### src/rtl/alu_seq_pkg.sv
// Shared definitions for the ALU issue sequencer: opcodes, FSM states and
// the instruction word layout.
package alu_seq_pkg;

  localparam int NREGS = 4;
  localparam int DW    = 4;
  localparam int RW    = 2;
  localparam int IW    = 11;

  localparam logic [1:0] OP_SRA = 2'b00;
  localparam logic [1:0] OP_SRL = 2'b01;
  localparam logic [1:0] OP_SUB = 2'b10;
  localparam logic [1:0] OP_ADD = 2'b11;

  localparam int LI_BIT  = 10;
  localparam int OP_LSB  = 8;
  localparam int RD_LSB  = 6;
  localparam int RS_LSB  = 4;
  localparam int FLD_LSB = 0;

  typedef enum logic [1:0] {
    IDLE  = 2'd0,
    ISSUE = 2'd1,
    WB    = 2'd2
  } seqState_e;

  typedef struct packed {
    logic          li;
    logic [1:0]    op;
    logic [RW-1:0] rd;
    logic [RW-1:0] rs;
    logic [DW-1:0] field;
  } instr_t;

  function automatic instr_t decodeInstr(input logic [IW-1:0] raw);
    instr_t d;
    d.li    = raw[LI_BIT];
    d.op    = raw[OP_LSB +: 2];
    d.rd    = raw[RD_LSB +: RW];
    d.rs    = raw[RS_LSB +: RW];
    d.field = raw[FLD_LSB +: DW];
    return d;
  endfunction

endpackage

### src/rtl/alu_seq_regfile.sv
// 4x4-bit register file: two asynchronous read ports, one synchronous write
// port, cleared by the synchronous reset.
module alu_seq_regfile
  import alu_seq_pkg::*;
(
  input  logic          clk,
  input  logic          reset,
  input  logic [RW-1:0] rAddrA,
  output logic [DW-1:0] rDataA,
  input  logic [RW-1:0] rAddrB,
  output logic [DW-1:0] rDataB,
  input  logic          wEn,
  input  logic [RW-1:0] wAddr,
  input  logic [DW-1:0] wData
);

  logic [DW-1:0] regs_r [NREGS];

  // Register storage: reset wins over any write in the same cycle.
  always_ff @(posedge clk) begin
    if (reset) begin
      for (int i = 0; i < NREGS; i++) begin
        regs_r[i] <= '0;
      end
    end else if (wEn) begin
      regs_r[wAddr] <= wData;
    end
  end

  assign rDataA = regs_r[rAddrA];
  assign rDataB = regs_r[rAddrB];

endmodule

### src/rtl/alu_sequencer.sv
// Issue-side sequencer for the 4-bit ALU: accepts one instruction, drives the
// ALU for a single cycle, writes the answer back and offers it downstream.
module alu_sequencer
  import alu_seq_pkg::*;
(
  input  logic          clk,
  input  logic          reset,
  input  logic          in_valid,
  output logic          in_ready,
  input  logic [IW-1:0] in_instr,
  output logic [DW-1:0] alu_a,
  output logic [DW-1:0] alu_b,
  output logic [1:0]    alu_c,
  output logic [1:0]    alu_op,
  input  logic [DW-1:0] alu_ans,
  output logic          out_valid,
  input  logic          out_ready,
  output logic [DW-1:0] out_data,
  output logic [RW-1:0] out_rd
);

  seqState_e     curState_r, nextState_s;
  instr_t        instrIn_s;
  logic [1:0]    op_r;
  logic [RW-1:0] rd_r, rs_r, rt_r;
  logic [DW-1:0] outData_r;
  logic [RW-1:0] outRd_r;
  logic [DW-1:0] rdA_s, rdB_s;
  logic          accept_s, we_s;
  logic [RW-1:0] wAddr_s;
  logic [DW-1:0] wData_s;
  logic [DW-1:0] aluA_s, aluB_s;
  logic [1:0]    aluC_s, aluOp_s;

  assign instrIn_s = decodeInstr(in_instr);

  alu_seq_regfile uRegs (
    .clk    (clk),
    .reset  (reset),
    .rAddrA (rs_r),
    .rDataA (rdA_s),
    .rAddrB (rt_r),
    .rDataB (rdB_s),
    .wEn    (we_s),
    .wAddr  (wAddr_s),
    .wData  (wData_s)
  );

  // Next-state, ALU drive and write-back selection.
  always_comb begin
    nextState_s = curState_r;
    accept_s    = 1'b0;
    we_s        = 1'b0;
    wAddr_s     = rd_r;
    wData_s     = alu_ans;
    aluA_s      = '0;
    aluB_s      = '0;
    aluC_s      = 2'b00;
    aluOp_s     = 2'b00;
    case (curState_r)
      IDLE: begin
        if (in_valid) begin
          accept_s = 1'b1;
          if (instrIn_s.li) begin
            // Immediate loads bypass the ALU and retire straight into WB.
            nextState_s = WB;
            we_s        = 1'b1;
            wAddr_s     = instrIn_s.rd;
            wData_s     = instrIn_s.field;
          end else begin
            nextState_s = ISSUE;
          end
        end else begin
          nextState_s = IDLE;
        end
      end
      ISSUE: begin
        aluOp_s     = op_r;
        aluA_s      = rdA_s;
        aluB_s      = rdB_s;
        aluC_s      = rt_r;
        we_s        = 1'b1;
        wAddr_s     = rd_r;
        wData_s     = alu_ans;
        nextState_s = WB;
      end
      WB: begin
        if (out_ready) begin
          nextState_s = IDLE;
        end else begin
          nextState_s = WB;
        end
      end
      default: begin
        nextState_s = IDLE;
      end
    endcase
  end

  // State, latched instruction fields and the held result.
  always_ff @(posedge clk) begin
    if (reset) begin
      curState_r <= IDLE;
      op_r       <= 2'b00;
      rd_r       <= '0;
      rs_r       <= '0;
      rt_r       <= '0;
      outData_r  <= '0;
      outRd_r    <= '0;
    end else begin
      curState_r <= nextState_s;
      if (accept_s) begin
        op_r <= instrIn_s.op;
        rd_r <= instrIn_s.rd;
        rs_r <= instrIn_s.rs;
        rt_r <= instrIn_s.field[RW-1:0];
      end
      if (we_s) begin
        outData_r <= wData_s;
        outRd_r   <= wAddr_s;
      end
    end
  end

  assign in_ready  = (curState_r == IDLE);
  assign out_valid = (curState_r == WB);
  assign out_data  = outData_r;
  assign out_rd    = outRd_r;
  assign alu_a     = aluA_s;
  assign alu_b     = aluB_s;
  assign alu_c     = aluC_s;
  assign alu_op    = aluOp_s;

endmodule
### config.mk
export PLATFORM = sky130hd
export DESIGN_NAME = alu_sequencer
export DESIGN_NICKNAME = d
export VERILOG_FILES = /design/src/rtl/alu_seq_pkg.sv /design/src/rtl/alu_seq_regfile.sv /design/src/rtl/alu_sequencer.sv
export SDC_FILE = /design/constraint.sdc
export NUM_CORES = 1
export LEC_CHECK = 0
export ABC_CLOCK_PERIOD_IN_PS = 1500
export CORE_ASPECT_RATIO = 0.6
export CORE_MARGIN = 5
export CORE_UTILIZATION = 45
export DETAILED_ROUTE_END_ITERATION = 12
export GPL_TIMING_DRIVEN = 0
export PLACE_DENSITY = 0.75
export SLEW_MARGIN = 40
export SYNTH_ARGS = -nofsm -noshare
export SYNTH_HDL_FRONTEND = slang
export SYNTH_SLANG_ARGS = --single-unit
### constraint.sdc
create_clock -name clk -period 1.5 [get_ports clk]
set_input_delay 0.3 -clock clk [delete_from_list [all_inputs] [get_ports clk]]
set_output_delay 0.3 -clock clk [all_outputs]
set_load 0.01 [all_outputs]
Figure 1. Metal 1.
The bar under the picture is 20 um long.
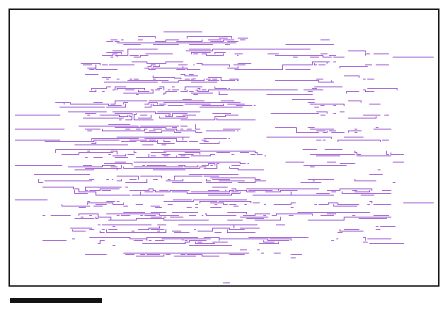
- share of all routed wire: 42%
- main direction: horizontal
- longest straight run: 31.3 um

==> impl.org <==
#+TITLE: Flow metrics

** Status
- The flow ran to the end, but the final reports show violations.
- Failing checks :: setup timing

** Layout
- The final report lists a non-filler cell total of 291.
- For this run, the post-layout net count is 259.
- In the final layout, the multi-input gates occupy 1196 um^2.
- Number of antenna diodes :: 0
- Storage element area :: 895.9 um^2
- Fill cells :: 263

** Synthesis
- Sorting the synthesized cells by area gives the leading types as sky130_fd_sc_hd__edfxtp_1 (26%), sky130_fd_sc_hd__dfxtp_1 (22%), sky130_fd_sc_hd__mux4_2 (9.7%).
- The synthesized netlist contains 27 unique library cells.
- Adder Area Share :: 0%
- Area share of the largest cell type after synthesis :: about 26%
- The synthesis report names the predominant flop master as sky130_fd_sc_hd__dfxtp_1.
- Net count of the mapped netlist :: 191
- Number of register bits inferred by synthesis :: 36
- In the synthesis report, Yosys lists the chip area as 1851 um^2.
- Summing every instance area after synthesis gives 1851 um^2.
- By count the netlist is led by sky130_fd_sc_hd__nand3_1 (24), sky130_fd_sc_hd__dfxtp_1 (20), sky130_fd_sc_hd__a21oi_1 (18).
- Number of synthesized flops with an enable pin :: 16
- Synthesis produced a netlist whose cell count is 172.
- Post-synthesis async set-or-reset flop share :: 0%
- After synthesis, the design contains roughly 170 cells according to Yosys.
- Aoi/oai-family share of the synthesized area :: ~9.7%
- Xor and xnor fraction of the mapped netlist area :: 0%
- After synthesis, the share of cell area in mux cells is 18.39%.

** Pwr
- Total power normalized to cell area comes to 842.9 nW/um^2.
- Static leakage :: 0.001148 uW

** Die
- The floorplan step set the die height to slightly below 60 um.
- The initialized floorplan defines 18 standard-cell rows.
- Measured along the x axis, the die boundary spans 92.79 um.
- Area of the die :: 5536 um^2
- In this run the standard cell core region covers between 4000 and 5000 um^2.

** STA
- Total Negative Setup Slacks :: -3.958 ns
- Final min period :: between 1.5 and 2 ns
- Final worst clock skew :: 0.01449 ns
- Worst-case setup margin in the final layout :: -0.2691 ns
- In this build the clock could be raised as far as 565.3 MHz.
- Counting endpoints that fail hold in the final report gives 0.
- The tightest hold path in the finished design has a slack of around 0.44 ns.
- Per the final report, max-transition violations number 0.
- Worst Tran Pin Value :: 0.5411 ns
- Post-route fraction of the period consumed by the critical path :: 117.9%
- Per the slew report, the remaining headroom to the max-slew limit stands at 63.93%.
- The end-of-flow timing check tallies setup violations at 41.
- Setup repair after global routing missed its margin :: true

** Setup path
- Worst r2r dst :: uRegs.regs_r[0][2]
- Data on the critical path arrives at its endpoint at around 1.5 ns.
- Cell with the largest stage delay on the worst path :: sky130_fd_sc_hd__mux4_2
- The largest single stage delay on the critical path is about 0.46 ns.
- Top fanout value on the critical path :: 2
- Crit path buffers/inverters :: 1
- Endpoint class of the critical path :: primary output
- Critical R2R Launch :: curState_r[0]
- FF-to-FF setup slack :: -0.12 ns

** Detailed routing
- The routed design shows a via density per instance of 5.691.
- Wirelength, routed :: about 5.5 mm
- Routed Antenna Nets :: 0
- TritonRoute reported its final design rule violation total as 0.
- Routed vias :: 1656
- Dividing the detail-routed wire length by the instance count gives 18.93 um.
- Number of DRC violations after detailed-routing iteration 0 :: around 180

** Placement
- The number of placed instances, taps included, is 259.
- Setup slack on the worst path after placement came out at -0.8295 ns.
- IO Port Bufs :: 37
- Last weighted congestion value of the routability-driven placer :: 0.8886

** Clock network
- H-tree lvl count :: 2
- CTS sink count :: 36
- For the worst-skew pair, the clock arrives at the later sink with an insertion delay of 0.30 ns.
- Clk root buf :: sky130_fd_sc_hd__clkbuf_8
- TritonCTS built the clock tree.
- The clock passes through at most 2 buffers.
- Clock buffer count from CTS :: 5

** Worst hold path
- The min-delay analysis places its worst path in the category in -> reg.
- Along the worst hold path, the cell count comes to 2.

** Global route
- Via count of the first global-routing pass :: roughly 1600
- In the global route stage, overall resource usage came out at 18.80%.
- Initial antenna violation count :: 0
- The first global-routing pass estimated 7.893 mm of wire.
- met1 track demand over resource after global routing is 25.08%.
- Fraction of met3 tracks used by global routing :: 4.780%
- Global route summary, busiest routing layer listed as met2.
Figure 2. The metal 2 layer.
The bar under the picture is 20 um long. Cells faint in the background.
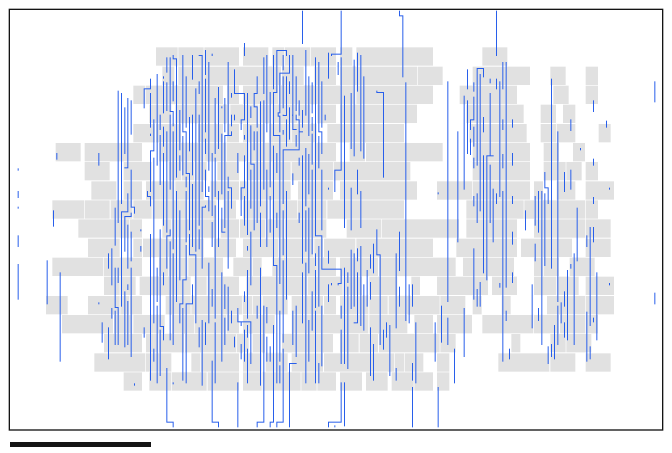
- nets with wire on the layer: 230
- main direction: vertical
- longest straight run: 33.8 um
- share of all routed wire: 47%
- wire length on this layer: 2570 um

[power by group]
group / total (uW) / internal [uW] / switching [uW]
logic: 586 / 300 / 286
clock network: 724 / 331 / 393
registers: 1140 / 1090 / 49.8
total: 2450 / 1720 / 728
[layout by cell type (no fill, tap or decap), types with 3 or more instances in the layout]
master / Yosys / routed
sky130_fd_sc_hd__dlymetal6s2s_1: 0 / 6
sky130_fd_sc_hd__a21oi_2: 0 / 11
sky130_fd_sc_hd__nor2_1: 16 / 14
sky130_fd_sc_hd__dlygate4sd2_1: 0 / 4
sky130_fd_sc_hd__buf_4: 1 / 19
sky130_fd_sc_hd__nand3_2: 1 / 9
sky130_fd_sc_hd__dfxtp_1: 20 / 16
sky130_fd_sc_hd__clkdlybuf4s50_1: 0 / 14
sky130_fd_sc_hd__dfxtp_4: 0 / 4
sky130_fd_sc_hd__and2_4: 0 / 4
sky130_fd_sc_hd__a21oi_1: 18 / 6
sky130_fd_sc_hd__buf_2: 3 / 10
sky130_fd_sc_hd__nand3_4: 0 / 3
sky130_fd_sc_hd__nand2_1: 6 / 4
sky130_fd_sc_hd__and2_1: 13 / 9
sky130_fd_sc_hd__nor2b_4: 0 / 3
sky130_fd_sc_hd__buf_6: 3 / 11
sky130_fd_sc_hd__mux4_2: 8 / 8
sky130_fd_sc_hd__edfxtp_1: 16 / 16
sky130_fd_sc_hd__mux2i_2: 0 / 5
sky130_fd_sc_hd__a211oi_2: 1 / 4
sky130_fd_sc_hd__clkbuf_8: 0 / 5
sky130_fd_sc_hd__buf_8: 0 / 3
sky130_fd_sc_hd__o21ai_4: 0 / 3
sky130_fd_sc_hd__nand3_1: 24 / 13
sky130_fd_sc_hd__mux2i_1: 16 / 10
[worst max-delay path by stage]
stage	depth (start not counted)	to	slack (ns)	startpoint
floorplan	4	uRegs.regs_r[1][0]	-0.11	curState_r[0]
global placement	4	uRegs.regs_r[2][2]	-0.79	in_valid
detailed placement	4	uRegs.regs_r[2][2]	-0.83	in_valid
CTS	3	alu_b[1]	-0.30	uRegs.regs_r[3][1]
global route	3	alu_a[1]	-0.33	uRegs.regs_r[3][1]
finish	3	alu_b[2]	-0.27	uRegs.regs_r[2][2]
[metal layers]
metal  routed length, um  vias to the layer above
met3                 514                       11
met2                2573                       76
met1                2336                      802
li1                    -                      767
met4                  86                        0
met5                   0                        -
[timing repair]
item | CTS | global route
endpoints found under the setup margin | 44 | 52
pin swaps | 14 | 21
gates resized | 103 | 55
setup buffers | 13 | 10
gates cloned | 1 | 1
hold buffers | 0 | 0
[layout make-up]
class | count | area share [%]
Inverter | 2 | 0.3448
Buffer | 9 | 3.147
Clock inverter | 3 | 0.6897
Timing Repair Buffer | 62 | 19.22
Tap cell | 50 | 2.155
Clock buffer | 5 | 2.371
Sequential cell | 36 | 30.86
Multi-Input combinational cell | 124 | 41.21
[per-stage QoR]
stage,power [uW],utilization [%],instance area (um^2)
4_1_cts,2348,64.21,2589
3_5_place_dp,1568,56.64,2283
3_3_place_gp,1558,56.64,2283
6_report,2447,72.01,2903
5_1_grt,2537,72.01,2903
2_1_floorplan,1392,-,1851
Power is estimated from default activity; no workload was simulated.
